### src/rtl/booth_job_sequencer.sv
// booth_job_sequencer
// Handshake front/back end around the sequential Booth multiplier. It takes
// an operand pair, pulses start, waits for done (ignoring the stale done left
// over from the previous job), captures the product and holds it on a
// valid/ready output. A saturating watchdog turns a hung multiplier into an
// error result.
module booth_job_sequencer #(
    parameter int W       = 8,
    parameter int TIMEOUT = 4*W+8
) (
    input  logic             clk,
    input  logic             rst_n,
    input  logic             in_valid,
    output logic             in_ready,
    input  logic [W-1:0]     in_multiplicand,
    input  logic [W-1:0]     in_multiplier,
    output logic             mul_start,
    output logic [W-1:0]     mul_m,
    output logic [W-1:0]     mul_q,
    input  logic             mul_done,
    input  logic [2*W-1:0]   mul_product,
    output logic             out_valid,
    input  logic             out_ready,
    output logic [2*W-1:0]   out_product,
    output logic             out_error,
    output logic             busy
);

    localparam int unsigned WDW = $clog2(TIMEOUT);
    localparam logic [WDW-1:0] WD_LAST = WDW'(TIMEOUT-1);

    localparam logic [2:0] S_INIT   = 3'd0;
    localparam logic [2:0] S_IDLE   = 3'd1;
    localparam logic [2:0] S_LAUNCH = 3'd2;
    localparam logic [2:0] S_GUARD  = 3'd3;
    localparam logic [2:0] S_WAIT   = 3'd4;
    localparam logic [2:0] S_HOLD   = 3'd5;

    logic [2:0]     state_q, state_d;
    logic [W-1:0]   mul_m_q, mul_m_d;
    logic [W-1:0]   mul_q_q, mul_q_d;
    logic [WDW-1:0] wd_q, wd_d;
    logic [2*W-1:0] out_product_q, out_product_d;
    logic           out_error_q, out_error_d;

    // Next-state, operand capture, watchdog and result capture.
    always_comb begin
        state_d       = state_q;
        mul_m_d       = mul_m_q;
        mul_q_d       = mul_q_q;
        wd_d          = wd_q;
        out_product_d = out_product_q;
        out_error_d   = out_error_q;
        case (state_q)
            S_INIT: state_d = S_IDLE;
            S_IDLE: begin
                if (in_valid) begin
                    mul_m_d = in_multiplicand;
                    mul_q_d = in_multiplier;
                    state_d = S_LAUNCH;
                end
            end
            S_LAUNCH: begin
                wd_d    = '0;
                state_d = S_GUARD;
            end
            // done is still high from the previous job here; skip one more cycle
            S_GUARD: state_d = S_WAIT;
            S_WAIT: begin
                if (wd_q != '1) begin
                    wd_d = wd_q + 1'b1;
                end
                // done has priority over a simultaneous watchdog expiry
                if (mul_done) begin
                    out_product_d = mul_product;
                    out_error_d   = 1'b0;
                    state_d       = S_HOLD;
                end else if (wd_q == WD_LAST) begin
                    out_product_d = '0;
                    out_error_d   = 1'b1;
                    state_d       = S_HOLD;
                end
            end
            S_HOLD: begin
                if (out_ready) begin
                    state_d = S_IDLE;
                end
            end
            default: state_d = S_INIT;
        endcase
    end

    // State and data registers, cleared asynchronously.
    always_ff @(posedge clk or negedge rst_n) begin
        if (!rst_n) begin
            state_q       <= S_INIT;
            mul_m_q       <= '0;
            mul_q_q       <= '0;
            wd_q          <= '0;
            out_product_q <= '0;
            out_error_q   <= 1'b0;
        end else begin
            state_q       <= state_d;
            mul_m_q       <= mul_m_d;
            mul_q_q       <= mul_q_d;
            wd_q          <= wd_d;
            out_product_q <= out_product_d;
            out_error_q   <= out_error_d;
        end
    end

    // Control outputs decoded from state only, so reset acts on them at once.
    always_comb begin
        in_ready  = (state_q == S_IDLE);
        busy      = (state_q != S_IDLE);
        mul_start = (state_q == S_INIT) || (state_q == S_LAUNCH);
        out_valid = (state_q == S_HOLD);
    end

    assign mul_m       = mul_m_q;
    assign mul_q       = mul_q_q;
    assign out_product = out_product_q;
    assign out_error   = out_error_q;

endmodule

### config.mk
export PLATFORM = sky130hd
export DESIGN_NAME = booth_job_sequencer
export DESIGN_NICKNAME = d
export VERILOG_FILES = /design/src/rtl/booth_job_sequencer.sv
export SDC_FILE = /design/constraint.sdc
export NUM_CORES = 1
export LEC_CHECK = 0
export CELL_PAD_IN_SITES_DETAIL_PLACEMENT = 1
export CELL_PAD_IN_SITES_GLOBAL_PLACEMENT = 1
export CORE_MARGIN = 3
export CORE_UTILIZATION = 34
export CTS_CLUSTER_DIAMETER = 50
export CTS_CLUSTER_SIZE = 24
export DETAILED_ROUTE_END_ITERATION = 10
export PLACE_DENSITY = 0.78
export SYNTH_ARGS = -nofsm -noshare
export SYNTH_HDL_FRONTEND = slang
export SYNTH_SLANG_ARGS = --single-unit
### constraint.sdc
create_clock -name clk -period 1.8 [get_ports clk]
set_clock_uncertainty 0.1 [all_clocks]
set_input_delay 0.27 -clock clk [delete_from_list [all_inputs] [get_ports clk]]
set_output_delay 0.27 -clock clk [all_outputs]
set_load 0.005 [all_outputs]
==> results.yml, run 1 <==
# generated from flow reports
worst_setup_path:
  crit_type: "register to register"
  arrival_ns: 1.75
  start_kind: "register"
  critPathRequiredTime_ns: 1.86
  critPathCaptureType: "register"
  reg2regPathDepth: 5
grt:
  grt_use_total_pct: 17.05
  grt_use_met2_pct: 27.26
  grt.busiest_layer: "met2"
  grt-ovfl-total: 0
  use_met3_pct: 3.631
  grt_pass1_vias: 1918
  grt_pass1_wl_um: 9791
logic_synthesis:
  synthDominantAreaCellType: "dfrtp_1"
  area_leaders: "dfrtp_1, nand2_1, o311ai_1, mux2_4, mux2_1"
  synth_area_sq_um: 2100
  ys_seq_share_pct: 50.06
  yosysTopAreaCellShare_pct: 50.06
  ys.warnings.count: 0
  syn_area_per_cell_sq_um: 10.50
  yosys.stat.chipArea_sq_um: 2100
  ys_types: 43
power_and_ir_drop:
  top_power_group: "combinational logic"
  power.leakage_nw: 1.464
  power_switching_share_pct: 32.82
  power_density_nw_per_um2: 1335
  p_sw_mw: 1.353
  power_frac_seq_pct: 37.2
finish:
  layout-drive-gt1-share_pct: 14.74
  clockBufferCount: 5
  final-comb-area_sq_um: 873.3
  comb_share_pct: 28.27
  fin_cells: 357
  clock_area_share_pct: 2.552
  diodes: 0
  signal_buffers: 91
  area.growth.synth_to_final_pct: 47.14
  logic_gate_count: 123
  fill_cells: 652
  nets: 323
  buf_share_pct: 29.53
  largest_cell_class: "flip-flops and latches"
clock_tree:
  clockBufferDepth: 2
  clock-sinks: 42
  root_buffer: "clkbuf_8"
  clk_pin_slew_worst_paths_ns: 0.08
  htree_levels: 2
sta:
  setup_viol: 0
  finalMaxSlewViolations: 0
  finalHoldViolations: 0
  hold-worst-slack_ns: 0.3858
  setup_tns_ns: 0
  rsz0062_at_grt: "false"
  fmax_ghz: 0.5914
  tightest_slew_ns: 0.5029
route:
  ant_nets: 0
  wl_um: 5859
  wl_per_cell_um: 16.41
  dr.first_iter.drc_count: 74
die:
  nWellTaps: 72
  core-area_sq_um: 5743
  die_x_um: 84.58
  fp_util_pct: 36.56
  ios: 74
run:
  log.warning_count: 26
placed_design:
  post-place-cells: 342
  place_congestion: 0.8008
  dpl_cell_area_sq_um: 2945
run_status:
  status: "completed"
run 1: per-layer routing:
metal	vias up	wire (um)	share of wire, %
met2	52	2901	50
li1	870	-	-
met3	2	272	4.6
met4	0	16	0.27
met5	-	0	0
met1	892	2669	46
run 1: per-stage QoR:
step	power, mW	setup WS [ns]
global placement	3.406	0.07920
detailed placement	3.488	0.02516
floorplan	2.470	0.2657
CTS	4.174	0.01788
finish	4.124	0.1090
global route	4.444	0.02536
run 1: cells in the mapped netlist, drive strengths merged:
| master | n |
|---|---|
| mux2 | 16 |
| o211a | 2 |
| o21a | 1 |
| o22ai | 1 |
| and4bb | 1 |
| nor3 | 2 |
| nor2b | 3 |
| a221oi | 1 |
| or2 | 1 |
| a21oi | 4 |
| a21o | 1 |
| ha | 1 |
| dfrtp | 42 |
| buf | 9 |
| clkbuf | 4 |
| and4b | 1 |
| o2111ai | 1 |
| nor2 | 5 |
| a31o | 1 |
| and3 | 3 |
| and4 | 3 |
| o311ai | 16 |
| o21ai | 3 |
| a31oi | 1 |
| nand2 | 38 |
| nand4 | 1 |
| mux2i | 1 |
| or3b | 1 |
| inv | 22 |
| o211ai | 2 |
| a211oi | 2 |
| o22a | 1 |
| and2 | 2 |
| o221ai | 1 |
| a311oi | 1 |
| nand3 | 5 |
run 1: cells in the final DEF (no fill, tap or decap), types with 4 or more instances in the layout:
master,count
clkdlybuf4s50_1,68
dfrtp_1,41
nand2_1,38
inv_1,20
o311ai_1,16
buf_4,13
mux2_4,9
mux2_1,7
clkbuf_8,5
nand3_1,4
a21oi_1,4
buf_12,4
run 1: final timing paths:
check                                        from                     endpoint  slack (ns)
max in group asynchronous                   rst_n          wd_q[1]$_DFFE_PN0P_        0.72
hold / removal                              rst_n         mul_m[0]$_DFFE_PN0P_        0.39
setup / recovery           state_q[0]$_DFFE_PN0P_  out_product[13]$_DFFE_PN0P_        0.11
setup reg to reg           state_q[0]$_DFFE_PN0P_  out_product[13]$_DFFE_PN0P_        0.11
min in group clk             mul_m[7]$_DFFE_PN0P_         mul_m[7]$_DFFE_PN0P_        0.39
hold reg to reg              mul_m[7]$_DFFE_PN0P_         mul_m[7]$_DFFE_PN0P_        0.39
run 1: state kept, by name, summed over array words and instances (netlist names):
name         count
mul_m            8
mul_q            8
out_error        1
out_product     16
state_q          3
wd_q             6
run 1: logic make-up after synthesis:
| logic type | Yosys count | share of synthesized area (%) |
|---|---|---|
| multiplexers | 17 | 10.67 |
| AND/OR/NAND/NOR | 66 | 15.67 |
| adder cells (fa/ha/maj) | 1 | 0.5959 |
| flip-flops | 42 | 50.06 |
| AND-OR/OR-AND | 39 | 14.54 |
| buffers and inverters | 35 | 8.462 |
run 1: critical path: stages (launching register included):
cell      delay [ns]
dfrtp_2         0.45
buf_4           0.16
or3b_1          0.43
buf_4           0.23
nand2_1         0.09
o311ai_1        0.10
run 1: what timing repair did:
item / 4_1_cts / 5_1_grt
gates resized: 5 / 1
endpoints found under the setup margin: 4 / 1
setup buffers: 7 / 0
endpoints found under the hold margin: 19 / 0
hold buffers: 1 / 0
Fig. 1: run 1, sequential cells coloured by netlist name
The bar under the picture is 20 um long. Other sequential cells in the stronger grey, the rest of the logic in the fainter grey.
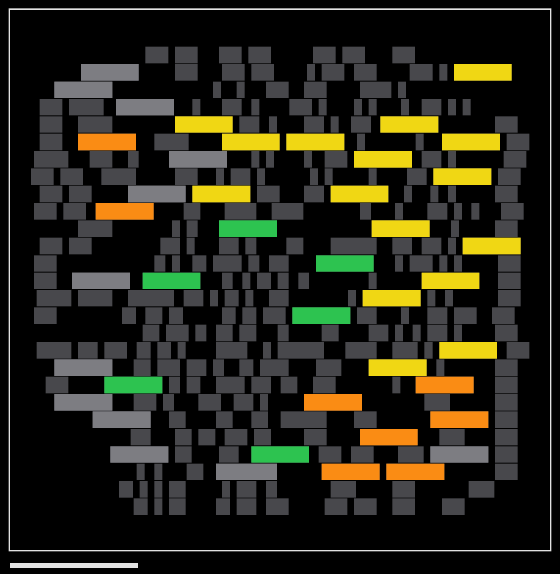
legend:
  yellow:
    signal: out_product
    flops: 16
  green:
    signal: wd_q
    flops: 6
    where: centre
  orange:
    signal: mul_q
    flops: 8
Flop area: 1052 sq um
Seq group: 1.53 mW
proportion of cell area occupied by registers: 34.06%
final core utilization: 53.79%

Fig. 2: run 1, clock routing
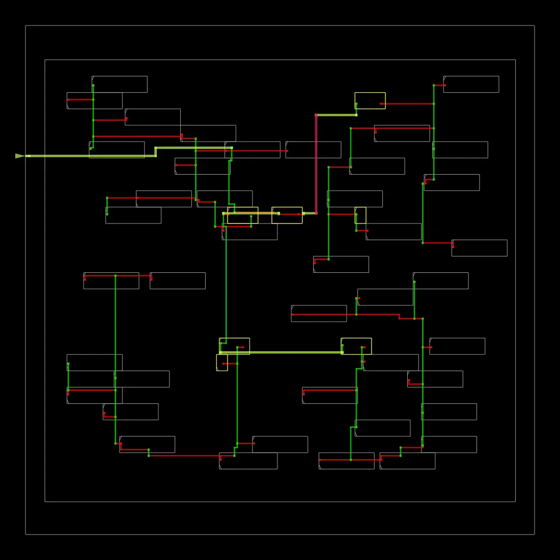
Latency at later pin: 0.29 ns
registers: 42

Fig. 3: run 1, clock network drawn from the DEF
The bar under the picture is 20 um long.
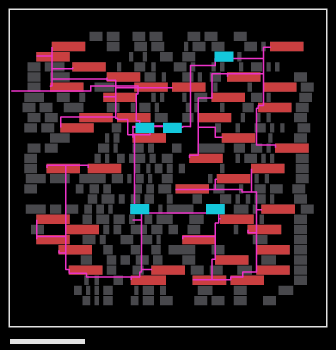
legend:
  cyan:
    item: cells driving clock nets
    count: 5
  red:
    item: flip-flops
    count: 42
  magenta:
    item: clock wires
    length: 549 um
routed clock nets: 6
Clock Power Share: 14.1%
Clk power: 0.582 mW

Fig. 4: run 1, cells coloured by class
Fill, decap, tap and diode cells in grey.
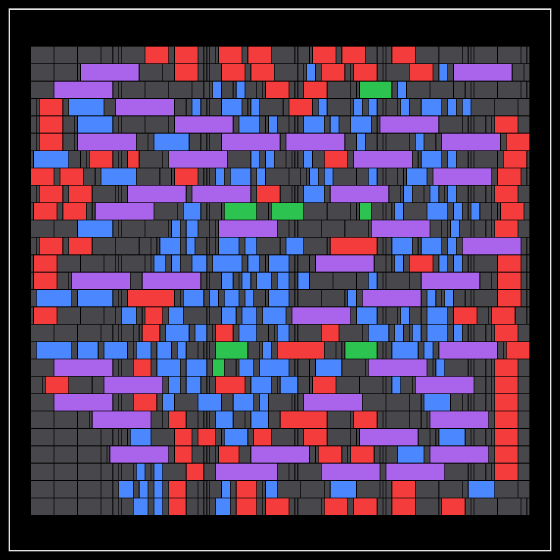
legend:
  blue:
    class: all other logic
    cells: 145
  green:
    class: clock drivers and dummy loads
    cells: 7
  red:
    class: other buffers and delay cells
    cells: 91
  purple:
    class: flip-flops
    cells: 42

Fig. 5: run 1, signal wires by layer
The bar under the picture is 20 um long. Two of the layers only.
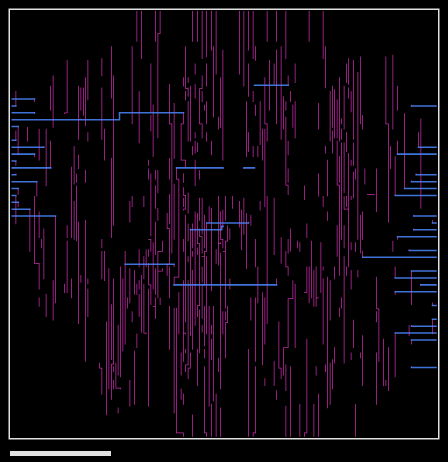

## Run 2: what changed since run 1
CORE_UTILIZATION = 36   (was 34)
PLACE_DENSITY = 0.82   (was 0.78)
clock period = 2.1 ns   (was 1.8 ns; I/O delays follow)
Fig. 6: run 2, signal wires by layer
The bar under the picture is 20 um long. Two of the layers only.
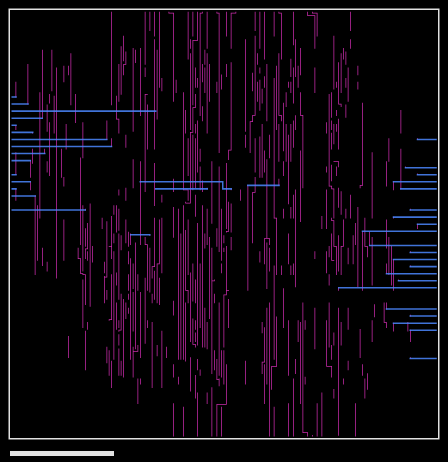
legend:
  magenta:
    layer: met2
    wire_length: 2790 um
  blue:
    layer: met3
    wire_length: 307 um

Fig. 7: run 2, cells coloured by class
Fill, decap, tap and diode cells in grey.
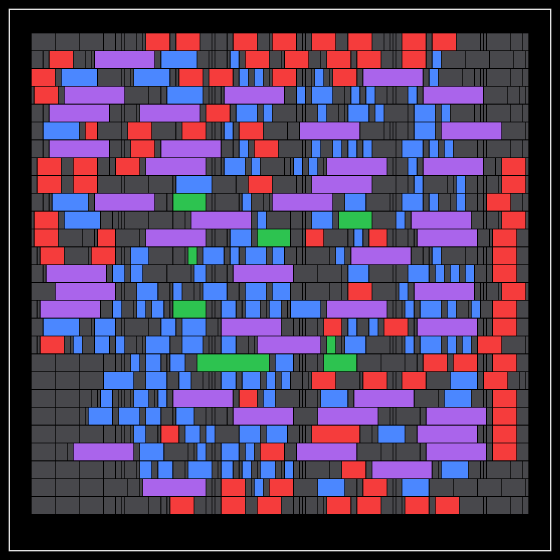
proportion of cell area occupied by registers: 35.07%
core area: 5574 sq um
Rows: 27

==> run 2 against run 1 <==
Against the previous run:
- global-route usage is 0.68 points higher
- sequential power fell by about 10%
- clock power up 8.4%
- sequential share of layout area increased by 1.0 points
- synthesized area unchanged
- critical path depth is 1 lower
- worst setup slack got worse by 0.0026 ns
- register-to-register slack improved by 0.12 ns
- routed wire length decreased by 3.9%
==> results.yml, run 2 <==
# generated from flow reports
route:
  drc_errors: 0
  viasPerCell: 5.089
  dr.first_iter.drc_count: 79
  wl_per_cell_um: 16.18
  wl_um: 5632
  vias: 1771
  ant_nets: 0
  first_pass_iters: 4
logic_synthesis:
  ys_seq_share_pct: 50.06
  synthXorXnorAreaFrac_pct: 0
  fp_nets: 238
  edf_count: 0
  yosysTopAreaCellShare_pct: 50.06
  mux_share_pct: 10.67
  yosys.stat.chipArea_sq_um: 2100
  top_logic_kind: "simple AND/OR/NAND/NOR gates"
  synthFlopType: "dfrtp_1"
  ys_sh_simple_pct: 15.67
  area_leaders: "dfrtp_1, nand2_1, o311ai_1, mux2_4, mux2_1"
  ys_types: 43
  top_cells_by_count: "dfrtp_1, nand2_1, inv_1"
  ys.warnings.count: 0
  ys_sh_adder_pct: 0.5959
  synth_area_sq_um: 2100
  synthAoiAreaFrac_pct: 14.54
  synthDominantAreaCellType: "dfrtp_1"
  async_flop_share_pct: 100.0
  synth_top_cell_by_count: "dfrtp_1"
  syn_area_per_cell_sq_um: 10.50
sta:
  setup_tns_ns: 0
  tightest_slew_ns: 0.6887
  finalHoldViolations: 0
  finalMaxSlewViolations: 0
  hold-worst-slack_ns: 0.3891
  setup_viol: 0
  rsz0062_at_grt: "false"
  fmax_ghz: 0.5016
  finalCritPeriodShare_pct: 94.94
finish:
  lay_top_cells: "clkdlybuf4s50_1, dfrtp_1, nand2_1, inv_1, o311ai_1"
  lay_top_count: "clkdlybuf4s50_1"
  area.growth.synth_to_final_pct: 43.09
  diodes: 0
  fin_cells: 348
  layout-drive-gt1-share_pct: 11.23
  fill_cells: 629
  largest_reg_flops: 16
  nets: 313
placed_design:
  place_congestion: 0.8457
  dpl.hpwl_um: 4055
  post-place-cells: 339
  place.port_buffers: 73
grt:
  grt_pass1_vias: 1940
  grt_pass1_wl_um: 9259
  grt_use_total_pct: 17.73
  grt-ovfl-total: 0
power_and_ir_drop:
  power_frac_comb_pct: 44.0
  p_clk_share_pct: 17.8
  power_density_nw_per_um2: 1183
  p_total_mw: 3.554
  p_sw_mw: 1.118
  p_int_mw: 2.435
  power_switching_share_pct: 31.47
  power_frac_seq_pct: 38.2
  power.leakage_nw: 1.391
  vdd_drop_max_mv: 0.5470
die:
  fp_util_pct: 37.67
  die_x_um: 82.37
  ios: 74
  dieArea_sq_um: 6784
clock_tree:
  cts-buffers-inserted: 5
  htree_levels: 2
  postCtsSetupBuffers: 0
  root_buffer: "clkbuf_8"
  clk_latency_ns: 0.29
  clock-sinks: 42
  clockBufferDepth: 2
  clk_pin_slew_worst_paths_ns: 0.08
worst_setup_path:
  crit_type: "register to primary output"
  start_kind: "register"
  critPathMaxStageDelay_ns: 0.50
  arrival_ns: 1.58
  reg2regPathDepth: 4
  critPathCaptureType: "primary output"
  critical_path_buf_inv_count: 3
  cpMaxStageDelayCell: "dfrtp_2"
  path_depth: 4
  crit_chain: "inv_2 -> and3_1 -> inv_1 -> clkdlybuf4s50_1"
  cp_top_family: "buffers and inverters"
  critPathRequiredTime_ns: 1.68
run:
  log.warning_count: 26
run_status:
  status: "completed"
min_path:
  worst_hold_path_type: "register to register"
Fig. 8: run 2, sequential cells coloured by netlist name
The bar under the picture is 20 um long. Other sequential cells in the stronger grey, the rest of the logic in the fainter grey.
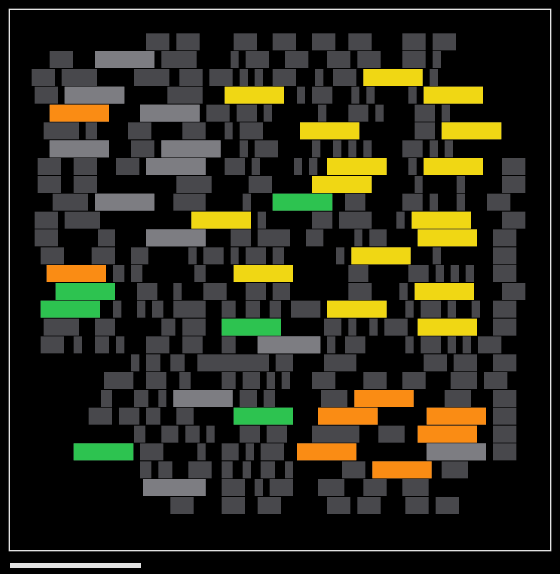
legend:
  orange:
    signal: mul_q
    flops: 8
  green:
    signal: wd_q
    flops: 6
  yellow:
    signal: out_product
    flops: 16
not coloured: 12
final core utilization: 53.89%
Flop area: 1054 sq um
Seq group: 1.36 mW

[run 2: cell count changes in the layout (fill, tap and decap cells not counted), sizes merged]
cell           delta
buf              -10
clkbuf            +2
bufinv            +1
clkdlybuf4s50     +4
clkinv            -2
dlymetal6s2s      -1
dlygate4sd2       -3
[run 2: power by group through the flow]
stage,Clock [mW],Sequential [mW],Combinational [mW]
after CTS,0.644,1.36,1.60
after global placement,0,1.36,1.53
final,0.631,1.36,1.56
after global routing,0.692,1.41,1.72
after floorplan,0,1.30,0.818
after detailed placement,0,1.37,1.58
[run 2: timing repair]
action / CTS / global route
hold buffers: 1 / 0
gates resized: 2 / 0
setup endpoints to repair: 2 / 0
endpoints found under the hold margin: 25 / 0
[run 2: path summary, 6_finish.rpt]
kind / start / endpoint / slack (ns)
setup / recovery: state_q[2]$_DFFE_PN0P_ / busy / 0.11
hold / removal: mul_m[7]$_DFFE_PN0P_ / mul_m[7]$_DFFE_PN0P_ / 0.39
setup reg to reg: wd_q[1]$_DFFE_PN0P_ / out_product[15]$_DFFE_PN0P_ / 0.23
hold reg to reg: mul_m[7]$_DFFE_PN0P_ / mul_m[7]$_DFFE_PN0P_ / 0.39
max in group asynchronous: rst_n / out_product[1]$_DFFE_PN0P_ / 0.75
min in group asynchronous: rst_n / mul_q[7]$_DFFE_PN0P_ / 0.48
[run 2: final cells by class]
type                            instances  area [sq um]  area share [%]
Clock buffer                            7         76.32           2.541
Inverter                               22         82.58           2.749
Tap cell                               72         90.09           2.999
Timing Repair Buffer                   81         800.8           26.66
Multi-Input combinational cell        123         870.8           28.99
Sequential cell                        42          1054           35.07
Clock inverter                          1         30.03          0.9996
[run 2: worst reg2reg max path, cell delays in order, from the launching register on]
cell and delay (ns):
dfrtp_1 0.40, ha_1 0.27, nand3_2 0.19, nor2_2 0.60, o311ai_1 0.16
[run 2: per-stage QoR]
stage                     worst slack [ns]  instance area, sq um
after floorplan                     0.5657                  2100
after global placement              0.2923                  2885
after detailed placement            0.2334                  2885
after CTS                          0.08956                  3004
after global routing               0.02701                  3004
final                               0.1063                  3004
[run 2: kinds of logic (layout without fill, tap and decap cells)]
family / count (synthesis) / in the layout
AND/OR/NAND/NOR: 66 / 66
flip-flops: 42 / 42
AND-OR/OR-AND: 39 / 39
buffers and inverters: 35 / 111
multiplexers: 17 / 17
adder cells (fa/ha/maj): 1 / 1
[run 2: metal layers]
metal  track usage (%)  share of wire, %  up-vias
met1             22.71                45      876
li1                  -                 -      851
met2             30.53                49       42
met5                 0                 0        -
met4             3.987              0.25        0
met3             3.796               5.5        2
Fig. 9: run 2, clock network drawn from the DEF
The bar under the picture is 20 um long.
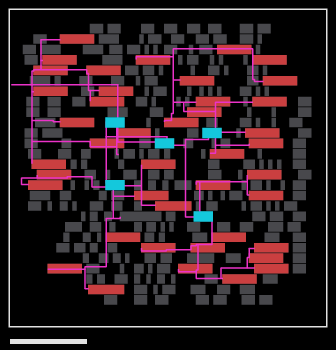

## Run 3: what changed since run 2
clock period = 2.4 ns   (was 2.1 ns; I/O delays follow)
Fig. 10: run 3, clock network drawn from the DEF
The bar under the picture is 20 um long.
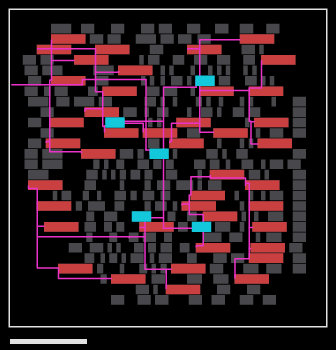
legend:
  red:
    item: flip-flops
    count: 42
  magenta:
    item: clock wires
    length: 523 um
  cyan:
    item: cells driving clock nets
    count: 5
routed clock nets: 6

Fig. 11: run 3, sequential cells coloured by netlist name
The bar under the picture is 20 um long. Other sequential cells in the stronger grey, the rest of the logic in the fainter grey.
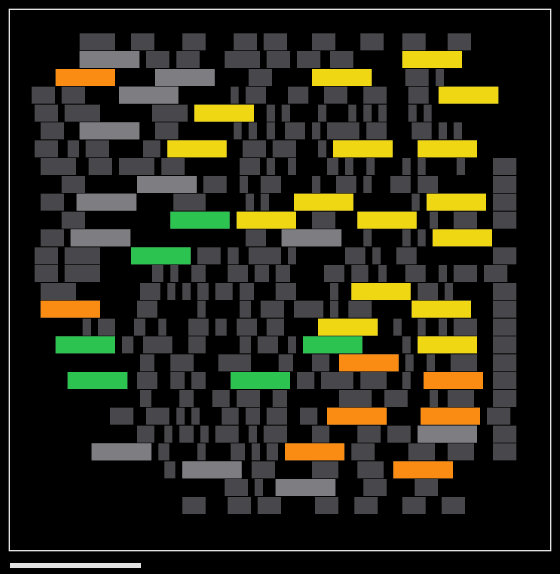
legend:
  orange:
    signal: mul_q
    flops: 8
  yellow:
    signal: out_product
    flops: 16
  green:
    signal: wd_q
    flops: 6
not coloured: 12
Seq group: 1.19 mW
proportion of cell area occupied by registers: 35.38%
Flop area: 1051 sq um
final core utilization: 53.29%

==> run 3 against run 2 <==
Against the previous run:
- cell count fell by 0.29%
- register-to-register slack better by 0.18 ns
- largest cell class unchanged
- synthesized cell count stayed put
- worst setup slack improved by 0.094 ns
- via count is 1.4% higher
- first-iteration DRC count rose by 5.1%
- combinational power decreased by 13%
- largest power group unchanged
- global-route usage shrank 0.37 points
- flip-flop count stayed put
- critical path depth shrank 2
- sequential share of layout area rose by 0.31 points
- core utilization is 0.61 points lower
==> results.yml, run 3 <==
# generated from flow reports
finish:
  largest_reg_flops: 16
  fill_cells: 622
  layout-drive-gt1-share_pct: 10.91
  lay_top_count: "clkdlybuf4s50_1"
  nets: 312
  diodes: 0
  area.growth.synth_to_final_pct: 41.48
  final-comb-area_sq_um: 870.8
  lay_top_cells: "clkdlybuf4s50_1, dfrtp_1, nand2_1, inv_1, o311ai_1"
route:
  route.met2.wl_um: 2768
  dr.first_iter.drc_count: 83
  first_pass_iters: 4
  viasPerCell: 5.173
  vias: 1795
  ant_nets: 0
  wl_per_cell_um: 16.03
  wl_um: 5563
  wl_met3_um: 304
  m1WireLength_um: 2398
  dr.max_layer_used: "met4"
  drc_errors: 0
clock_tree:
  cts_tree: "yes"
  clockBufferDepth: 2
  clk_latency_ns: 0.29
  postCtsSetupBuffers: 0
  clock-sinks: 42
  clk_pin_slew_worst_paths_ns: 0.08
  root_buffer: "clkbuf_8"
  cts-buffers-inserted: 5
  htree_levels: 2
min_path:
  holdPathStages: 1
  hold_path_end: "mul_q[3]$_DFFE_PN0P_"
  worstHoldStart: "mul_q[3]$_DFFE_PN0P_"
  worst_hold_path_type: "register to register"
power_and_ir_drop:
  power_density_nw_per_um2: 1015
  vdd_drop_max_mv: 0.4203
  power.leakage_nw: 1.380
sta:
  setup_viol: 0
  fin_crit_ns: 2.200
  slew_headroom_pct: 56.74
  finalCritPeriodShare_pct: 91.66
  worst_slack_ns: 0.2000
  fmax_ghz: 0.4546
  hold-worst-slack_ns: 0.3894
  rsz0062_at_grt: "false"
  finalHoldViolations: 0
  setup_tns_ns: 0
  tightest_slew_ns: 0.6482
  finalMaxSlewViolations: 0
worst_setup_path:
  critPathRequiredTime_ns: 1.94
  start_kind: "register"
  r2r_end: "out_error$_DFFE_PN0P_"
  arrival_ns: 1.74
  critPathMaxStageDelay_ns: 0.67
  critPathCaptureType: "primary output"
  crit_chain: "and3_1 -> clkdlybuf4s50_1"
  reg2regPathDepth: 4
  path_max_fanout: 18
  cp_top_family: "flip-flops"
  cpMaxStageDelayCell: "dfrtp_1"
  ff2ff_setup_slack_ns: 0.41
  crit_type: "register to primary output"
  r2r-start: "state_q[1]$_DFFE_PN0P_"
  critical_path_buf_inv_count: 1
placed_design:
  place.port_buffers: 73
  dp_slack_ns: 0.4665
  dpl_cell_area_sq_um: 2865
  place_congestion: 0.7687
  dpl.hpwl_um: 4121
logic_synthesis:
  ys_cells: 200
  synthFlopType: "dfrtp_1"
  ys_seq_share_pct: 50.06
  synthDominantAreaCellType: "dfrtp_1"
  synth_area_sq_um: 2100
  area_leaders: "dfrtp_1, nand2_1, o311ai_1, mux2_4, mux2_1"
  postSynthCellCount: 200
  edf_count: 0
  ys.warnings.count: 0
  async_flop_share_pct: 100.0
  fp_nets: 238
  yosys.stat.chipArea_sq_um: 2100
  ys_types: 43
  yosysTopAreaCellShare_pct: 50.06
  top_cells_by_count: "dfrtp_1, nand2_1, inv_1"
  ys.flops: 42
  syn_area_per_cell_sq_um: 10.50
  synth_top_cell_by_count: "dfrtp_1"
grt:
  antenna_found_initial: 0
  grt_pass1_vias: 1876
  grt-ovfl-total: 0
  grt_use_total_pct: 17.36
  grt_pass1_wl_um: 8963
  grt_max_degree: 23
die:
  fp-row-count: 27
  core-area_sq_um: 5574
  ios: 74
  die_x_um: 82.37
  fp_util_pct: 37.67
  die_height_um: 82.37
  dieArea_sq_um: 6784
run:
  log.warning_count: 26
  maxCapViolations: 0
run_status:
  status: "completed"
Fig. 12: run 3, cells coloured by class
Fill, decap, tap and diode cells in grey.
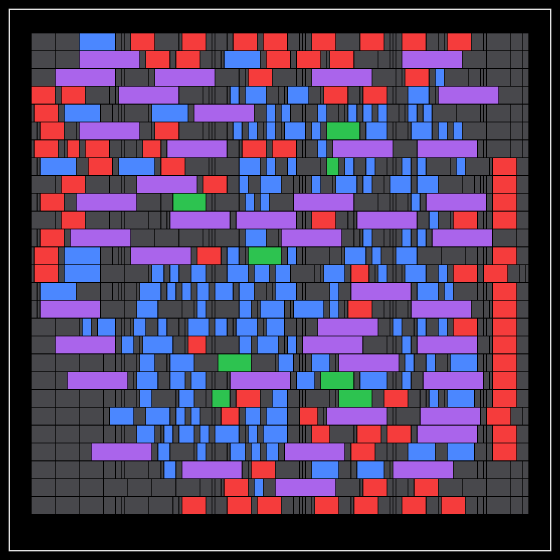
legend:
  purple:
    class: flip-flops
    cells: 42
  blue:
    class: all other logic
    cells: 145
  red:
    class: other buffers and delay cells
    cells: 80
  green:
    class: clock drivers and dummy loads
    cells: 8
post-route design area: 2970 sq um

[run 3: cell counts after synthesis]
No cell type changed its count.
[run 3: repair_timing]
action | CTS | global route
endpoints found under the hold margin | 20 | 0
gates resized | 0 | 0
hold buffers | 1 | 0
[run 3: how the worst max path moves through the flow]
| stage | slack [ns] | startpoint | end | cells past startpoint |
|---|---|---|---|---|
| after floorplan | 0.87 | state_q[2]$_DFFE_PN0P_ | mul_m[0]$_DFFE_PN0P_ | 6 |
| after global placement | 0.53 | state_q[1]$_DFFE_PN0P_ | out_error$_DFFE_PN0P_ | 4 |
| after detailed placement | 0.47 | state_q[1]$_DFFE_PN0P_ | out_error$_DFFE_PN0P_ | 4 |
| after CTS | 0.20 | state_q[0]$_DFFE_PN0P_ | in_ready | 2 |
| after global routing | 0.12 | state_q[0]$_DFFE_PN0P_ | out_valid | 2 |
| final | 0.20 | state_q[0]$_DFFE_PN0P_ | in_ready | 2 |
[run 3: per-layer routing]
metal / global-route usage, % / vias up
met4: 5.482 / 0
met2: 29.17 / 45
li1: - / 849
met1: 21.81 / 890
met5: 0 / -
met3: 4.338 / 11
[run 3: worst register-to-register path, stage by stage, from the launching register on]
cell and delay [ns]:
dfrtp_1 0.49, buf_4 0.21, or3b_1 0.66, nor3_2 0.30
o22a_1 0.17
[run 3: metrics by stage]
stage,power (mW),instances
after floorplan,1.852,200
after global placement,2.503,338
after detailed placement,2.567,338
after CTS,3.060,347
after global routing,3.240,347
final,3.015,347
[run 3: cells by family (layout without fill, tap and decap cells)]
family,after synthesis,count (layout),share of synthesized area (%)
AND-OR/OR-AND,39,39,14.54
adder cells (fa/ha/maj),1,1,0.5959
buffers and inverters,35,110,8.462
flip-flops,42,42,50.06
multiplexers,17,17,10.67
AND/OR/NAND/NOR,66,66,15.67
[run 3: where the power goes]
group	switching, mW	internal, mW
Sequential	0.230	0.959
Combinational	0.511	0.840
Clock	0.243	0.231
[run 3: final cells by class]
type                            count  share of cell area [%]
Clock buffer                        6                   2.780
Clock inverter                      2                  0.4212
Inverter                           22                   2.780
Multi-Input combinational cell    123                   29.32
Sequential cell                    42                   35.38
Tap cell                           72                   3.033
Timing Repair Buffer               80                   26.28
Power is estimated from default activity; no workload was simulated.
